$ cat config.mk
export PLATFORM = sky130hd
export DESIGN_NAME = note_tone_gen
export DESIGN_NICKNAME = d
export VERILOG_FILES = /design/src/rtl/note_tone_gen.sv
export SDC_FILE = /design/constraint.sdc
export NUM_CORES = 1
export LEC_CHECK = 0
export CELL_PAD_IN_SITES_DETAIL_PLACEMENT = 2
export CELL_PAD_IN_SITES_GLOBAL_PLACEMENT = 2
export CORE_UTILIZATION = 39
export CTS_BUF_LIST = sky130_fd_sc_hd__clkbuf_8
export DETAILED_ROUTE_END_ITERATION = 10
export PLACE_DENSITY_LB_ADDON = 0.15
export RECOVER_POWER = 25
export SYNTH_ARGS = -nofsm -noshare
export SYNTH_HDL_FRONTEND = slang
export SYNTH_SLANG_ARGS = --single-unit
$ cat constraint.sdc
create_clock -name CLK -period 2.45 [get_ports CLK]
set_input_delay 0.49 -clock CLK [delete_from_list [all_inputs] [get_ports CLK]]
set_output_delay 0.49 -clock CLK [all_outputs]
set_load 0.05 [all_outputs]
$ cat src/rtl/note_tone_gen.sv
`default_nettype none
// ============================================================================
// Module   : note_tone_gen
// Purpose  : Latches a 4-bit note code on each rising edge of the quarter-beat
//            strobe and drives a 50%-duty square wave at that note's pitch.
//            Phase runs continuously while the same note is held across beats.
// Ports    : CLK            main clock (rising edge)
//            RESET_N        asynchronous active-low reset
//            _QUARTER_BEAT  beat strobe, asynchronous to CLK
//            NOTE[3:0]      note code (0=C5 .. 7=C4, 8=none, 9-15 invalid)
//            MUTE           level, forces SPK low without disturbing phase
//            SPK            square-wave audio output (registered)
//            PLAYING        high while a valid pitch is latched
//            CUR_NOTE[3:0]  currently latched note code
// Revision : 1.0 - initial release
// ============================================================================
module note_tone_gen #(
  parameter int CLK_HZ = 100000000,
  parameter int CNT_W  = 18
) (
  input  logic       CLK,
  input  logic       RESET_N,
  input  logic       _QUARTER_BEAT,
  input  logic [3:0] NOTE,
  input  logic       MUTE,
  output logic       SPK,
  output logic       PLAYING,
  output logic [3:0] CUR_NOTE
);

  // Terminal counts (HALF - 1), HALF = round(CLK_HZ / (2*f)).
  localparam logic [CNT_W-1:0] c_TERM_C5 = CNT_W'((CLK_HZ + 523) / (2 * 523) - 1);
  localparam logic [CNT_W-1:0] c_TERM_B  = CNT_W'((CLK_HZ + 494) / (2 * 494) - 1);
  localparam logic [CNT_W-1:0] c_TERM_A  = CNT_W'((CLK_HZ + 440) / (2 * 440) - 1);
  localparam logic [CNT_W-1:0] c_TERM_G  = CNT_W'((CLK_HZ + 392) / (2 * 392) - 1);
  localparam logic [CNT_W-1:0] c_TERM_F  = CNT_W'((CLK_HZ + 349) / (2 * 349) - 1);
  localparam logic [CNT_W-1:0] c_TERM_E  = CNT_W'((CLK_HZ + 330) / (2 * 330) - 1);
  localparam logic [CNT_W-1:0] c_TERM_D  = CNT_W'((CLK_HZ + 294) / (2 * 294) - 1);
  localparam logic [CNT_W-1:0] c_TERM_C4 = CNT_W'((CLK_HZ + 262) / (2 * 262) - 1);

  localparam logic [3:0] c_NOTE_NONE = 4'd8;

  typedef enum logic [0:0] {
    ST_IDLE = 1'b0,
    ST_TONE = 1'b1
  } state_t;

  // Synchronisers
  logic       r_b1, r_b2, r_b3;
  logic [3:0] r_n1, r_n2;
  logic       r_primed;
  logic       r_armed;
  logic       w_tick;

  // Tone state
  state_t           r_state, w_state_nxt;
  logic [3:0]       r_cur_note, w_note_nxt;
  logic [CNT_W-1:0] r_cnt, w_cnt_nxt;
  logic             r_phase, w_phase_nxt;
  logic             r_spk;
  logic [CNT_W-1:0] w_term;

  // r_armed suppresses a spurious tick when the beat is already high at
  // reset release: ticks are only accepted once the beat has been observed
  // low at least one full cycle after release (r_primed marks that r_b1
  // holds a genuine post-reset sample).
  always_ff @(posedge CLK or negedge RESET_N) begin
    if (!RESET_N) begin
      r_b1     <= 1'b0;
      r_b2     <= 1'b0;
      r_b3     <= 1'b0;
      r_n1     <= 4'd0;
      r_n2     <= 4'd0;
      r_primed <= 1'b0;
      r_armed  <= 1'b0;
    end else begin
      r_b1     <= _QUARTER_BEAT;
      r_b2     <= r_b1;
      r_b3     <= r_b2;
      r_n1     <= NOTE;
      r_n2     <= r_n1;
      r_primed <= 1'b1;
      r_armed  <= r_armed | (r_primed & ~r_b1);
    end
  end

  assign w_tick = r_b2 & ~r_b3 & r_armed;

  always_comb begin
    w_term = c_TERM_C4;
    case (r_cur_note)
      4'd0:    w_term = c_TERM_C5;
      4'd1:    w_term = c_TERM_B;
      4'd2:    w_term = c_TERM_A;
      4'd3:    w_term = c_TERM_G;
      4'd4:    w_term = c_TERM_F;
      4'd5:    w_term = c_TERM_E;
      4'd6:    w_term = c_TERM_D;
      default: w_term = c_TERM_C4;
    endcase
  end

  always_ff @(posedge CLK or negedge RESET_N) begin
    if (!RESET_N) begin
      r_state    <= ST_IDLE;
      r_cur_note <= c_NOTE_NONE;
      r_cnt      <= '0;
      r_phase    <= 1'b0;
      r_spk      <= 1'b0;
    end else begin
      r_state    <= w_state_nxt;
      r_cur_note <= w_note_nxt;
      r_cnt      <= w_cnt_nxt;
      r_phase    <= w_phase_nxt;
      // Built from the current phase, so SPK lags phase by one cycle.
      r_spk      <= r_phase & (r_state == ST_TONE) & ~MUTE;
    end
  end

  // A tick takes priority over the terminal count; when the tick holds the
  // same note it falls through to the counting branch so the toggle still
  // happens and the waveform stays continuous.
  always_comb begin
    w_state_nxt = r_state;
    w_note_nxt  = r_cur_note;
    w_cnt_nxt   = r_cnt;
    w_phase_nxt = r_phase;
    if (w_tick && r_n2[3]) begin
      w_state_nxt = ST_IDLE;
      w_note_nxt  = c_NOTE_NONE;
      w_cnt_nxt   = '0;
      w_phase_nxt = 1'b0;
    end else if (w_tick && ((r_n2 != r_cur_note) || (r_state == ST_IDLE))) begin
      w_state_nxt = ST_TONE;
      w_note_nxt  = r_n2;
      w_cnt_nxt   = '0;
      w_phase_nxt = 1'b0;
    end else if (r_state == ST_TONE) begin
      if (r_cnt == w_term) begin
        w_cnt_nxt   = '0;
        w_phase_nxt = ~r_phase;
      end else begin
        w_cnt_nxt   = r_cnt + CNT_W'(1);
      end
    end
  end

  assign SPK      = r_spk;
  assign PLAYING  = (r_state == ST_TONE);
  assign CUR_NOTE = r_cur_note;

endmodule
`default_nettype wire
run_1/ff_map.png
Other sequential cells in the stronger gray, the rest of the logic in the fainter gray.
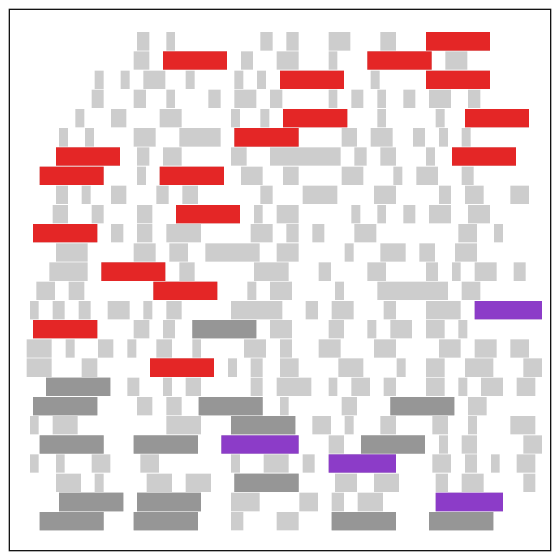
Key: `CUR_NOTE` = purple [sequential cells 4]; `r_cnt` = red [sequential cells 18]
Another 16 sequential cells are not colored.

run_1/placed.png
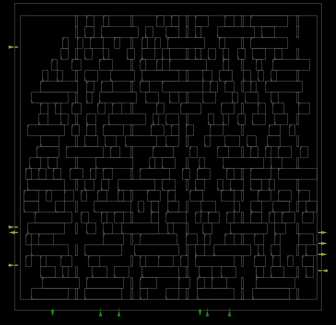
Core Box Area: 5240 um^2
flop share of the area: 0.383
Well Taps: 70
Finished Layout Cells: 321

run_1/m2.png
The bar under the picture is 20 um long.
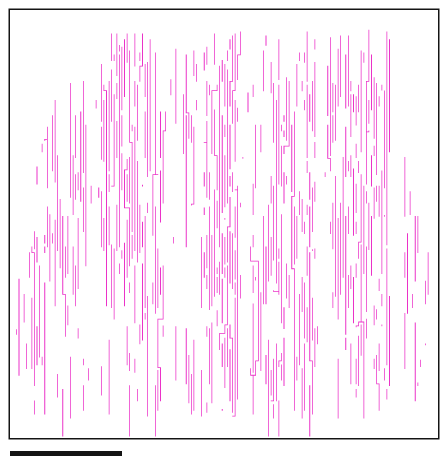
The longest straight run is 38.5 um. The layer carries 3420 um of wire. The wires run mostly vertical.
Routed WL: 6.58 mm
met2 Usage GRT: 0.445

## run 1: metal layers
metal  vias up  GRT usage
li1        853          -
met1       956      0.296
met2        20      0.445
met3        10     0.0383
met4         0     0.0673
met5         -          0
## run 1: layout make-up
type / count / area (um^2)
tap: 70 / 87.6
timing repair buffer: 26 / 228
clock inverter: 3 / 13.8
fill: 564 / 2730
sequential: 38 / 960
multi-input combinational: 167 / 1100
inverter: 12 / 45.0
clock buffer: 5 / 68.8
## run 1: stage by stage
stage               power (W)  instance area, um^2
global route          0.00168                 2510
floorplan             0.00102                 2170
finish                0.00160                 2510
CTS                   0.00160                 2460
detailed placement    0.00118                 2380
global placement      0.00115                 2380
==> out/metrics.yaml, run 1 <==
status: "completed"
ys_ff: 38
synthTopCellsByCount: "37 x dfrtp_1, 23 x nor2_1, 18 x nand2_1"
final_util: 0.479
cpPeakStageDelay_ps: 470
p_switching_w: 0.000569
finish.net_count: 259
place.gp.congestion: 0.816
r2r_cells: 9
clk_root_buffer_cell: "clkbuf_8"
dp.cells: 311
grt_pass1_wl_mm: 10.9
wl_met3_um: 100
power.leakage_nw: 1.04
clkSinkCount: 38
fp-row-count: 26
power_leader: "registers"
wl_met2_mm: 3.42
tightest_slew_ps: 880
grt_overflow: 0
path_cells: "buf_4 -> nand2b_4 -> nand3_1 -> a211o_1 -> a2111oi_4 -> nand4_4 -> buf_4 -> nor2_1 -> a2bb2oi_2"
grt_max_degree: 39
insertion_delay_ps: 290
yosysSeqAreaShare: 0.440
cts_hold_buffers: 0
met1_length_mm: 2.96
drc: 0
synthFlopType: "dfrtp_1"
cap_violations: 0
setup_tns_ps: 0
antenna_found_initial: 0
power.density_nw_per_um2: 637
ys_sh_mux: 0.00982
worstSetupEndpoint: "r_phase$_DFFE_PN0P_"
dp_worst_setup_slack_ps: 20.9
htree_levels: 2
edf_count: 0
initCoreUtil: 0.414
ys_sh_xor: 0.0687
yosysMostFrequentCell: "dfrtp_1"
hpwl_mm: 4.98
yosys_warnings: 0
largest_reg_flops: 18
clockPowerShare: 0.261
cp_max_fo: 8
wl_per_cell_um: 20.5
layout_top_cell: "dfrtp_1"
seq_power_share: 0.475
worstPathRequired_ps: 2670
critPathArrivalTime_ps: 2570
cp_slowest_cell: "dfrtp_2"
hold_viol: 0
slew-limit-headroom: 0.413
top_register: "r_cnt"
warning_count: 26
comb_power_share: 0.264
cts-resized-gates: 1
rr_endpoint: "r_phase$_DFFE_PN0P_"
antenna_left: 0
area_growth_pct: 15.8
die_h_um: 76.5
io_pins: 14
vias_per_cell: 5.73
yosysCellCount: 232
cpMostUsedCell: "buf_4"
worstSetupPathType: "reg2reg"
netSwitchingFraction: 0.356
drt_iter0_markers: 119
ys_sh_adder: 0.00578
layout_top_cells: "34 x dfrtp_1, 23 x nor2_1, 17 x nand2_1"
p_int_w: 0.00103
async_flop_share: 1.00
worst_slack_ps: 97.8
cts_buffers: 5
yosys.cell_types.count: 54
grt_pass1_vias: 2057
fin_crit_sh: 0.960
crit_path_start: "CUR_NOTE[0]$_DFFE_PN0P_"
r2r-start: "CUR_NOTE[0]$_DFFE_PN0P_"
syn-cell-area_um2: 2170
floorplan.nets: 241
crit_cells: 9
holdWs_ps: 311
cts_setup_buffers: 0
hp-class: "in2async"
path_clk_slew_ps: 80
synth.logic.top_family: "simple AND/OR/NAND/NOR gates"
worst_setup_path_start_kind: "register"
rrSetupSlack_ps: 100
cts_tree: "built"
highest_layer: "met4"
comb-power_w: 0.000421
ir_drop_uv: 316
syn_inst: 232
pg_clk_w: 0.000417
num_antenna_cells: 0
==> run 2: changes to the inputs <==
Settings changed: CORE_UTILIZATION 39 to 37, CTS_BUF_LIST sky130_fd_sc_hd__clkbuf_8 to default.
run_2/placed.png
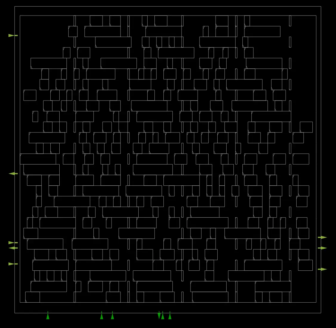
fill count: 609
Final Util: 0.455
row cnt: 27
Finished Layout Cells: 326
flop share of the area: 0.378

==> run 2 against run 1 <==
  * Worst hold slack better by 0.68 ps
  * Final area increased by 1.0%
  * Combinational power increased by 1%
  * Critical path depth did not move
  * Worst setup slack worse by 2.9 ps
  * Synthesized cell count unchanged
  * First-iteration DRC count decreased by 55%
  * Sequential share of layout area is 0.50 points lower
  * Total power increased by 0.71%
  * Flip-flop count unchanged
  * Clock skew shrank 5.0 ps
  * Critical endpoint is now r_cnt[14]$_DFFE_PN0P_
  * Highest routed layer unchanged
==> out/metrics.yaml, run 2 <==
core_area_um2: 5570  # +6.4%
p_switching_w: 0.000574  # +0.90%
globalRouteMet3Util: 0.0395  # +0.00121
grt_pass1_wl_mm: 11.0  # +0.32%
status: "completed"
io_pins: 14  # unchanged
synthTopCellsByCount: "37 x dfrtp_1, 23 x nor2_1, 18 x nand2_1"
place.gp.congestion: 0.895  # +9.7%
insertion_delay_ps: 290  # about the same
synth.logic.top_family: "simple AND/OR/NAND/NOR gates"
antenna_left: 0  # unchanged
largest_reg_flops: 18  # unchanged
comb-power_w: 0.000426  # +1%
comb_power_share: 0.265  # about the same
syn-cell-area_um2: 2170  # unchanged
vias_per_cell: 5.75  # +0.29%
hpwl_mm: 4.73  # -5.0%
ys_sh_mux: 0.00982  # unchanged
worstSetupPathType: "reg2reg"
slew-limit-headroom: 0.419  # +0.00565
cts_buffers: 5  # unchanged
total_power_w: 0.00161  # +0.71%
power_leader: "registers"
wl_met2_mm: 3.44  # +0.59%
cts_tree: "built"
area_growth_pct: 17.0
top_usage_layer: "met2"
crit_path_start: "CUR_NOTE[1]$_DFFE_PN0P_"
yosysSeqAreaShare: 0.440  # unchanged
wl_per_cell_um: 20.9  # +2.2%
initCoreUtil: 0.389  # -0.0250
firstDrtPassIters: 4
tightest_slew_ps: 872  # -8.47 ps
layout_top_cell: "dfrtp_1"
p_int_w: 0.00103  # +0.61%
async_flop_share: 1.00  # unchanged
dp_worst_setup_slack_ps: -143  # -164 ps
layout_top_cells: "35 x dfrtp_1, 23 x nor2_1, 18 x nand2_1"
die_h_um: 78.5  # +2.6%
r2r-start: "CUR_NOTE[1]$_DFFE_PN0P_"
grt_overflow: 0  # unchanged
cp_max_fo: 14  # +6
worst_setup_path_start_kind: "register"
yosysCellCount: 232  # unchanged
r2r_cells: 9  # unchanged
hp-class: "in2async"
wirelength_mm: 6.83  # +3.8%
ys_sh_adder: 0.00578  # unchanged
power.leakage_nw: 1.05  # +0.51%
pg_clk_w: 0.000429  # +3%
worstSetupEndpoint: "r_cnt[14]$_DFFE_PN0P_"
floorplan.nets: 241  # unchanged
fin_area_um2: 2530  # +1.0%
ys_ff: 38  # unchanged
yosysMostFrequentCell: "dfrtp_1"
dp.cells: 312  # +0.32%
warning_count: 26  # unchanged
cts_hold_buffers: 0  # unchanged
path_clk_slew_ps: 80  # about the same
clkSinkCount: 38  # unchanged
met1_length_mm: 3.17  # +7.2%
power.density_nw_per_um2: 635  # -0.33%
ir_drop_uv: 335  # +5.7%
drc: 0  # unchanged
rrSetupSlack_ps: 90  # about the same
critPathArrivalTime_ps: 2530  # -40 ps
rr_endpoint: "r_cnt[14]$_DFFE_PN0P_"
fin_crit_sh: 0.961  # +0.00118
synthFlopType: "dfrtp_1"
num_antenna_cells: 0  # unchanged
worst_slack_ps: 94.9  # -2.88 ps
yosys_area_um2: 2170
holdWs_ps: 311  # +0.679 ps
met2_usage: 0.403  # -0.0424
grt_max_degree: 39  # unchanged
clockPowerShare: 0.267  # +0.006
top_register: "r_cnt"
antenna_found_initial: 0  # unchanged
finish.net_count: 262  # +1.2%
met1_usage: 0.301  # +0.00465
syn_inst: 232  # unchanged
worstPathRequired_ps: 2630  # -40 ps
wl_met3_um: 109  # +9.0%
netSwitchingFraction: 0.357  # +0.000666
edf_count: 0  # unchanged
clk_root_buffer_cell: "clkbuf_8"
highest_layer: "met4"
setup_tns_ps: 0  # unchanged
htree_levels: 2  # unchanged
seq_power_share: 0.468  # -0.007
## run 2: timing repair
action | in CTS | in global routing
endpoints found under the setup margin | 14 | 12
pin swaps | 0 | 3
setup buffers | 0 | 5
cloned | 0 | 1
resized | 2 | 3
## run 2: final cells by class
cell class,instances,area (um^2),share of cell area
Clock inverter,2,10.0,0.00395
Multi-Input combinational cell,168,1100,0.436
Tap cell,72,90.1,0.0356
Inverter,12,45.0,0.0178
Timing Repair Buffer,28,255,0.101
Clock buffer,6,72.6,0.0286
Sequential cell,38,957,0.378
## run 2: critical path: stages, from the launching register on
cell,delay (ps)
dfrtp_2,510
inv_1,170
nand3_1,110
a211o_1,340
a2111oi_4,350
buf_4,200
nand4_4,120
a21oi_2,230
buf_12,150
nor2_1,60
==> run 3: changes to the inputs <==
Settings changed: CTS_CLUSTER_SIZE from default to 30, HOLD_SLACK_MARGIN from default to 0.15.
run_3/m2.png
The bar under the picture is 20 um long.
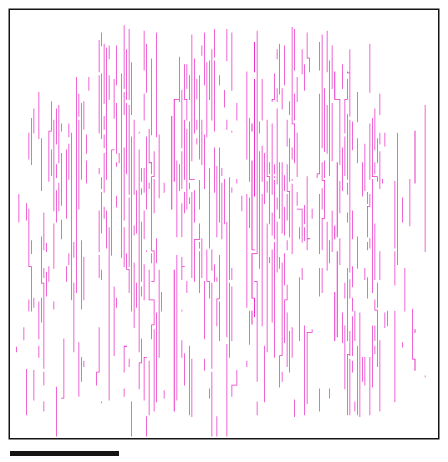
The wires run mostly vertical. The layer carries 3440 um of wire. The longest straight run is 40.8 um. 249 nets have wire on it.

==> run 3 against run 2 <==
  * Sequential power about the same
  * Worst setup slack unchanged
  * Final area unchanged
  * Critical path type unchanged
  * Maximum frequency unchanged
  * Critical endpoint unchanged
  * Non-clock buffer count unchanged
==> out/metrics.yaml, run 3 <==
edf_count: 0  # unchanged
pg_clk_w: 0.000429  # about the same
comb_power_share: 0.265  # about the same
power_leader: "registers"
synth.logic.top_family: "simple AND/OR/NAND/NOR gates"
comb_cells: 168  # unchanged
dominant_cells: "logic gates"
layout.nonclk_buf_frac: 0.101  # unchanged
crit_cells: 9  # unchanged
ys_ff: 38  # unchanged
path_cells: "inv_1 -> nand3_1 -> a211o_1 -> a2111oi_4 -> buf_4 -> nand4_4 -> a21oi_2 -> buf_12 -> nor2_1"
power.leakage_nw: 1.05  # unchanged
seq_power_share: 0.468  # about the same
clk_root_buffer_cell: "clkbuf_8"
grt_pass1_wl_mm: 11.0  # unchanged
ir_drop_uv: 335  # unchanged
grt_overflow: 0  # unchanged
num_antenna_cells: 0  # unchanged
topCellsByArea: "dfrtp_1 43%, xor2_1 4.4%, nor2_1 4.0%, nand3_1 3.5%, nand2_1 3.1%"
seq_cell_count: 38  # unchanged
comb-power_w: 0.000426  # about the same
seq_area_frac: 0.378  # unchanged
cts_hold_buffers: 0  # unchanged
synthTopCellsByCount: "37 x dfrtp_1, 23 x nor2_1, 18 x nand2_1"
worst_slack_ps: 94.9  # unchanged
status: "completed"
die_h_um: 78.5  # unchanged
yosysSeqAreaShare: 0.440  # unchanged
layout_top_cells: "35 x dfrtp_1, 23 x nor2_1, 18 x nand2_1"
firstDrtPassIters: 4  # unchanged
top_register: "r_cnt"
yosysMostFrequentCell: "dfrtp_1"
wirelength_mm: 6.83  # unchanged
crit_path_start: "CUR_NOTE[1]$_DFFE_PN0P_"
ys_sh_xor: 0.0687
place.gp.congestion: 0.895  # unchanged
fp-row-count: 27  # unchanged
cts_max_path_buffers: 2
htree_levels: 2  # unchanged
cp_top_family: "AND-OR/OR-AND gates"
wl_per_cell_um: 20.9  # unchanged
timing.final.crit_period_ps: 2360
total_power_w: 0.00161  # unchanged
antenna_left: 0  # unchanged
layout_top_cell: "dfrtp_1"
r2r_cells: 9  # unchanged
cpPeakStageDelay_ps: 510  # about the same
fill_cells: 609  # unchanged
core_area_um2: 5570  # unchanged
drc: 0  # unchanged
clk_share: 0.0326  # unchanged
insertion_delay_ps: 290  # about the same
fin_cells: 326  # unchanged
synth.cellmix.compoundShare: 0.192
path_clk_slew_ps: 80  # about the same
seqCellArea_um2: 957  # unchanged
warning_count: 26  # unchanged
p_int_w: 0.00103  # unchanged
clockPowerShare: 0.267  # about the same
cp_slowest_cell: "dfrtp_2"
worstSetupEndpoint: "r_cnt[14]$_DFFE_PN0P_"
area_growth_pct: 17.0  # unchanged
yosysCellCount: 232  # unchanged
rr_endpoint: "r_cnt[14]$_DFFE_PN0P_"
yosys_warnings: 0
r2r-start: "CUR_NOTE[1]$_DFFE_PN0P_"
fin_crit_sh: 0.961  # unchanged
netSwitchingFraction: 0.357  # unchanged
sh_comb_area: 0.436  # unchanged
ys_sh_mux: 0.00982  # unchanged
cts_buffers: 5  # unchanged
cp_max_fo: 14  # unchanged
syn_inst: 232  # unchanged
hp-class: "in2async"
rrSetupSlack_ps: 90  # about the same
critPathArrivalTime_ps: 2530  # about the same
dp.cells: 312  # unchanged
buffers: 28  # unchanged
initCoreUtil: 0.389  # unchanged
power.density_nw_per_um2: 635  # unchanged
clkSinkCount: 38  # unchanged
floorplan.nets: 241  # unchanged
n_all_inverters: 12  # unchanged
yosys_area_um2: 2170  # unchanged
dp_worst_setup_slack_ps: -143  # unchanged
p_switching_w: 0.000574  # unchanged
critPathBufInv: 3  # unchanged
slew-limit-headroom: 0.419  # unchanged
synthFlopType: "dfrtp_1"
vias_per_cell: 5.75  # unchanged
largest_reg_flops: 18  # unchanged
nWellTaps: 72  # unchanged
finish.net_count: 262  # unchanged
async_flop_share: 1.00  # unchanged
crit_path_end_kind: "register"
syn-cell-area_um2: 2170  # unchanged
antenna_found_initial: 0  # unchanged
worstPathRequired_ps: 2630  # about the same
fin_worst_skew_ps: 4.91
io_pins: 14  # unchanged
ys_sh_adder: 0.00578  # unchanged
cts_tree: "built"
logic_area_um2: 1100  # unchanged
worst_setup_path_start_kind: "register"
tightest_slew_ps: 872  # unchanged
worstSetupPathType: "reg2reg"
n_clock_buffer: 6  # unchanged
hpwl_mm: 4.73  # unchanged
grt_max_degree: 39  # unchanged
setup_tns_ps: 0  # unchanged
-- run 3: timing repair --
item | 4_1_cts | 5_1_grt
endpoints found under the setup margin | 14 | 12
gates cloned | 0 | 1
pin swaps | 0 | 3
resized | 2 | 3
buffers inserted | 0 | 5
-- run 3: layer usage --
layer | global-route usage | wire [um] | up-vias
li1 | - | - | 858
met1 | 0.301 | 3170 | 981
met2 | 0.403 | 3440 | 24
met3 | 0.0395 | 109 | 10
met4 | 0.0685 | 106 | 0
met5 | 0 | 0 | -
-- run 3: per-stage QoR --
stage / hold WS (ps) / util / instance area, um^2
3_5_place_dp: 339 / 0.426 / 2380
5_1_grt: 370 / 0.455 / 2530
4_1_cts: 340 / 0.442 / 2460
3_3_place_gp: 334 / 0.426 / 2380
6_report: 311 / 0.455 / 2530
2_1_floorplan: 194 / - / 2170
Power is estimated from default activity; no workload was simulated.
